### src/rtl/mgt_01_mul_unit.sv
// Radix-2 shift-add multiplier for RV32M MUL/MULH/MULHSU/MULHU.
// Multiplies operand magnitudes over 32 cycles, then sign-corrects the product in one more cycle.

package Modules_pkg;
    localparam int XLEN = 32;

    typedef enum logic {
        FREE = 1'b0,
        BUSY = 1'b1
    } fu_state_e;
endpackage

package Instruction_pkg;
    typedef enum logic [1:0] {
        MUL_    = 2'd0,
        MULH_   = 2'd1,
        MULHSU_ = 2'd2,
        MULHU_  = 2'd3
    } mul_ops_e;
endpackage

module mgt_01_mul_unit
    import Modules_pkg::*;
    import Instruction_pkg::*;
(
    input  logic            clk_i,
    input  logic            rst_n_i,
    input  logic            clk_en_i,
    input  logic            valid_i,
    input  logic [XLEN-1:0] multiplicand_i,
    input  logic [XLEN-1:0] multiplier_i,
    input  mul_ops_e        operation_i,
    output logic [XLEN-1:0] result_o,
    output logic            valid_o,
    output fu_state_e       fu_state_o
);

    typedef enum logic [1:0] {
        IDLE     = 2'd0,
        MULTIPLY = 2'd1,
        FIX_SIGN = 2'd2
    } state_e;

    state_e            r_state;
    state_e            w_next;
    logic [4:0]        r_count;
    mul_ops_e          r_op;
    logic              r_sign_a;
    logic              r_sign_b;
    logic [XLEN-1:0]   r_b;
    logic [XLEN-1:0]   r_a;
    logic [XLEN:0]     r_p;

    logic              w_sign_a;
    logic              w_sign_b;
    logic [XLEN-1:0]   w_abs_b;
    logic [XLEN-1:0]   w_abs_a;
    logic [XLEN:0]     w_sum;
    logic [2*XLEN-1:0] w_prod;
    logic [2*XLEN-1:0] w_fixed;

    always_comb begin
        w_sign_a = (operation_i != MULHU_) && multiplicand_i[XLEN-1];
        w_sign_b = ((operation_i == MUL_) || (operation_i == MULH_)) && multiplier_i[XLEN-1];
        // Negating 0x80000000 wraps to itself, which is the correct unsigned magnitude.
        w_abs_b  = w_sign_a ? (~multiplicand_i + 1'b1) : multiplicand_i;
        w_abs_a  = w_sign_b ? (~multiplier_i + 1'b1) : multiplier_i;
        w_sum    = r_p + {1'b0, (r_a[0] ? r_b : {XLEN{1'b0}})};
        w_prod   = {r_p[XLEN-1:0], r_a};
        w_fixed  = (r_sign_a ^ r_sign_b) ? (~w_prod + 1'b1) : w_prod;
    end

    always_comb begin
        w_next = r_state;
        case (r_state)
            IDLE:     if (valid_i) w_next = MULTIPLY;
            MULTIPLY: if (r_count == 5'd31) w_next = FIX_SIGN;
            FIX_SIGN: w_next = IDLE;
            default:  w_next = IDLE;
        endcase
    end

    always_ff @(posedge clk_i or negedge rst_n_i) begin
        if (!rst_n_i) begin
            r_state <= IDLE;
        end else if (clk_en_i) begin
            r_state <= w_next;
        end
    end

    always_ff @(posedge clk_i or negedge rst_n_i) begin
        if (!rst_n_i) begin
            r_count  <= '0;
            r_op     <= MUL_;
            r_sign_a <= 1'b0;
            r_sign_b <= 1'b0;
            r_b      <= '0;
            r_a      <= '0;
            r_p      <= '0;
            result_o <= '0;
            valid_o  <= 1'b0;
        end else if (clk_en_i) begin
            case (r_state)
                IDLE: begin
                    valid_o <= 1'b0;
                    if (valid_i) begin
                        r_op     <= operation_i;
                        r_sign_a <= w_sign_a;
                        r_sign_b <= w_sign_b;
                        r_b      <= w_abs_b;
                        r_a      <= w_abs_a;
                        r_p      <= '0;
                        r_count  <= '0;
                    end
                end
                MULTIPLY: begin
                    r_p     <= {1'b0, w_sum[XLEN:1]};
                    r_a     <= {w_sum[0], r_a[XLEN-1:1]};
                    r_count <= r_count + 5'd1;
                end
                FIX_SIGN: begin
                    result_o <= (r_op == MUL_) ? w_fixed[XLEN-1:0] : w_fixed[2*XLEN-1:XLEN];
                    valid_o  <= 1'b1;
                end
                default: valid_o <= 1'b0;
            endcase
        end
    end

    always_comb begin
        fu_state_o = (r_state == IDLE) ? FREE : BUSY;
    end

endmodule

### config.mk
export PLATFORM = sky130hd
export DESIGN_NAME = mgt_01_mul_unit
export DESIGN_NICKNAME = d
export VERILOG_FILES = /design/src/rtl/mgt_01_mul_unit.sv
export SDC_FILE = /design/constraint.sdc
export NUM_CORES = 1
export LEC_CHECK = 0
export ABC_AREA = 0
export CORE_MARGIN = 5
export CORE_UTILIZATION = 65
export CTS_BUF_LIST = sky130_fd_sc_hd__clkbuf_4 sky130_fd_sc_hd__clkbuf_8
export DETAILED_ROUTE_END_ITERATION = 12
export PLACE_DENSITY = 0.89
export SLEW_MARGIN = 20
export SYNTH_ARGS = -nofsm -noshare
export SYNTH_HDL_FRONTEND = slang
export SYNTH_SLANG_ARGS = --single-unit
export TNS_END_PERCENT = 5
### constraint.sdc
create_clock -name clk_i -period 7.45 [get_ports clk_i]
set_input_delay 1.8625 -clock clk_i [delete_from_list [all_inputs] [get_ports clk_i]]
set_output_delay 1.8625 -clock clk_i [all_outputs]
set_load 0.02 [all_outputs]
**Floorplan with the power grid**

Pins as bars on the die edge. Tap cells in grey.
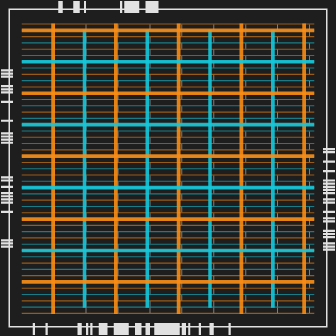
Key: VDD = cyan; VSS = orange
9 straps on met5. 9 straps on met4.

**Placement by cell class**

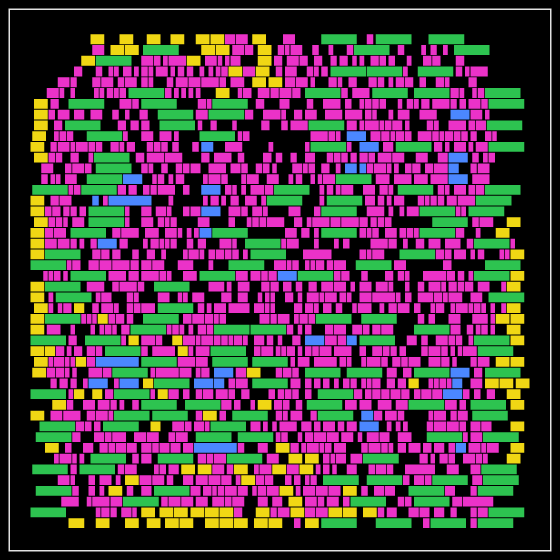
Key: clock drivers and dummy loads = blue [cells 32, share of their area 3.6%]; other buffers and delay cells = yellow [cells 116, share of their area 9.7%]; flops = green [cells 140, share of their area 30%]; combinational and other logic = magenta [cells 1063, share of their area 57%]

[worst min path at each step]
stage | slack [ps] | cells after the start | from | to
2_1_floorplan | 440 | 2 | r_b[31] | r_b[31]
3_3_place_gp | 460 | 2 | r_b[8] | r_b[8]
3_5_place_dp | 460 | 2 | result_o[8] | result_o[8]
4_1_cts | 480 | 2 | result_o[8] | result_o[8]
5_1_grt | 510 | 2 | r_b[7] | r_b[7]
6_report | 480 | 2 | result_o[8] | result_o[8]
[worst min-delay path, stage by stage (launching register included)]
cell and delay, ps:
dfrtp_1 340, nand2_1 50, o41ai_1 50
[power by group through the flow]
stage | Clock (W) | Combinational, W | Sequential, W
after floorplan | 0 | 0.00124 | 0.00115
after global placement | 0 | 0.00154 | 0.00129
after detailed placement | 0 | 0.00159 | 0.00130
after CTS | 0.000663 | 0.00161 | 0.00129
after global routing | 0.000696 | 0.00180 | 0.00133
final | 0.000664 | 0.00165 | 0.00131
[sequential cells by signal, summed over array words and instances (netlist names), 2 cells and up]
name and count:
r_b 32, r_op 2, r_p 32, r_a 32
r_count 5, result_o 32, r_state 2
[routing by layer]
metal / part of all wire / wire length [µm] / global-route usage
met5: 0 / 0 / 0
met4: 0.027 / 831 / 0.09966
met3: 0.098 / 3043 / 0.06176
met2: 0.45 / 14070 / 0.5197
met1: 0.42 / 12980 / 0.4837
[cell families (layout without fill, tap and decap cells)]
kind of cell / after synthesis / in the layout / synth area share
simple gates: 459 / 459 / 0.2224
compound gates: 404 / 404 / 0.2395
flops: 140 / 140 / 0.3361
xor+xnor: 128 / 128 / 0.1076
buf+inv: 107 / 176 / 0.04214
fa+ha+maj: 38 / 38 / 0.04634
mux: 6 / 6 / 0.005882
==> results.yml <==
# implementation run metrics
worst_setup_path:
  crit_required_ps: 7760
  endpoint: "r_b[30]"
  crit_chain: "clkdlybuf4s50_1 -> inv_1 -> ha_1 -> or4b_1 -> or3_1 -> nor4_2 -> and3_1 -> a21oi_1 -> xnor2_1 -> o21ai_0"
  cp_top_family: "simple AND/OR/NAND/NOR gates"
  critical_path_depth: 10
  cp_data_arrival_time_ps: 4570
  r2r_cells: 11
  cp-start-kind: "input port"
  worst-setup-path-type: "in -> reg"
  rr_startpoint: "r_a[0]"
  max_stage_delay_ps: 510
  r2r_slack_ps: 3470
  crit_start: "multiplicand_i[1]"
  r2r_end: "r_p[21]"
  critPathSlowestCell: "or4b_1"
  crit_path_end_kind: "flip-flop"
cells_and_area:
  combGateArea_um2: 6500
  stdcell_area_um2: 11930
  layout_top_cell: "o21ai_0"
  fin_cells: 1567
  fill_cells: 1236
  inverters_excl_clock: 28
  fin_util: 0.7537
  num-multi-input-gates: 1035
  area_delta_synth_final_pct: 14.45
  mostFrequentLayoutCells: "157 x o21ai_0, 148 x nand2_1, 140 x dfrtp_1"
  clock_buffers: 19
  final-clk-cell-share: 0.03524
  final_nets: 1446
  flops: 140
  layout.nonclk_buf_frac: 0.09471
  n_all_buffers: 116
  antenna_cells: 0
  seq_share: 0.2937
  seq_area_um2: 3503
  sh_comb_area: 0.5449
drt:
  drcViolationCount: 0
  wire_per_inst_um: 19.73
  vias_per_cell: 6.625
  routed_wl_um: 30920
  antenna_left: 0
  dr.pass1.iters: 9
  drt_iter0_drc: 1385
  vias: 10382
clocking:
  clkTransAtPathRegs_ps: 80
  cts_tree: "done"
  post_cts_buffers: 0
  root_buffer: "clkbuf_8"
  postCtsHoldBufs: 0
  clock_latency_ps: 460
  cts.sink_count: 140
  numCtsBuffers: 17
  ctsResizeCount: 0
  ctsLongestPathBuffers: 2
sta:
  skew_ps: 17.21
  slew_headroom: 0.2930
  setup_viol: 0
  finalWorstSetupSlack_ps: 3191
  fin_crit_sh: 0.5717
  post-route-min-period_ps: 4259
  finalSetupTns_ps: 0
  timing.fmax_ghz: 0.2348
  slew_viol_final: 0
  rsz0062_at_grt: "false"
  tightest_slew_ps: 1057
  hold_viol_final: 0
place:
  hpwl_um: 22860
  place.gp.congestion: 0.9731
  placed_area_um2: 11510
  pre_cts_ws_ps: 2701
  io_buffers: 103
synth:
  synthFlopType: "dfrtp_1"
  synth.most_common_cell: "o21ai_0"
  yosysTopAreaCell: "dfrtp_1"
  synth.distinct_cells: 75
  postSynthSeqShare: 0.3361
  netlist_instances: 1282
  top_cell_area_share: 0.3361
  fp_nets: 1390
  yosys-top-cells-count: "157 x o21ai_0, 148 x nand2_1, 140 x dfrtp_1, 96 x nor2_1, 83 x a21oi_1"
  yosysWarnings: 0
  ys_ff: 140
  ys_async_sr_fraction: 1.000
  edf_count: 0
  syn_area_um2: 10420
  syn_avg_cell_area_um2: 8.130
global_route:
  grt_first_pass_wirelength_um: 49650
  first_global_vias: 9475
  grt_max_degree: 95
  antenna_found_initial: 0
  grt_util_all_layers: 0.3364
  overflow: 0
worst_hold_path:
  hold_class: "reg -> reg"
power:
  irDropWorstVdd_mv: 0.2348
  combPwrFrac: 0.455
  p_sw_w: 0.001678
  p_int_w: 0.001937
  seq_power_share: 0.361
  power_w: 0.003615
  clkPwrFrac: 0.184
  power.density_nw_per_um2: 303.0
flow_run:
  drv_cap: 0
status:
  status: "finished clean"
floorplan:
  fp_util: 0.6585
  well_tap_count: 216
  rows: 46
  io_pins: 104
  die_area_um2: 18670
  coreArea_um2: 15830
  die_y_um: 136.6
  fp.dieW_um: 136.6
Power and IR drop assume default switching activity.
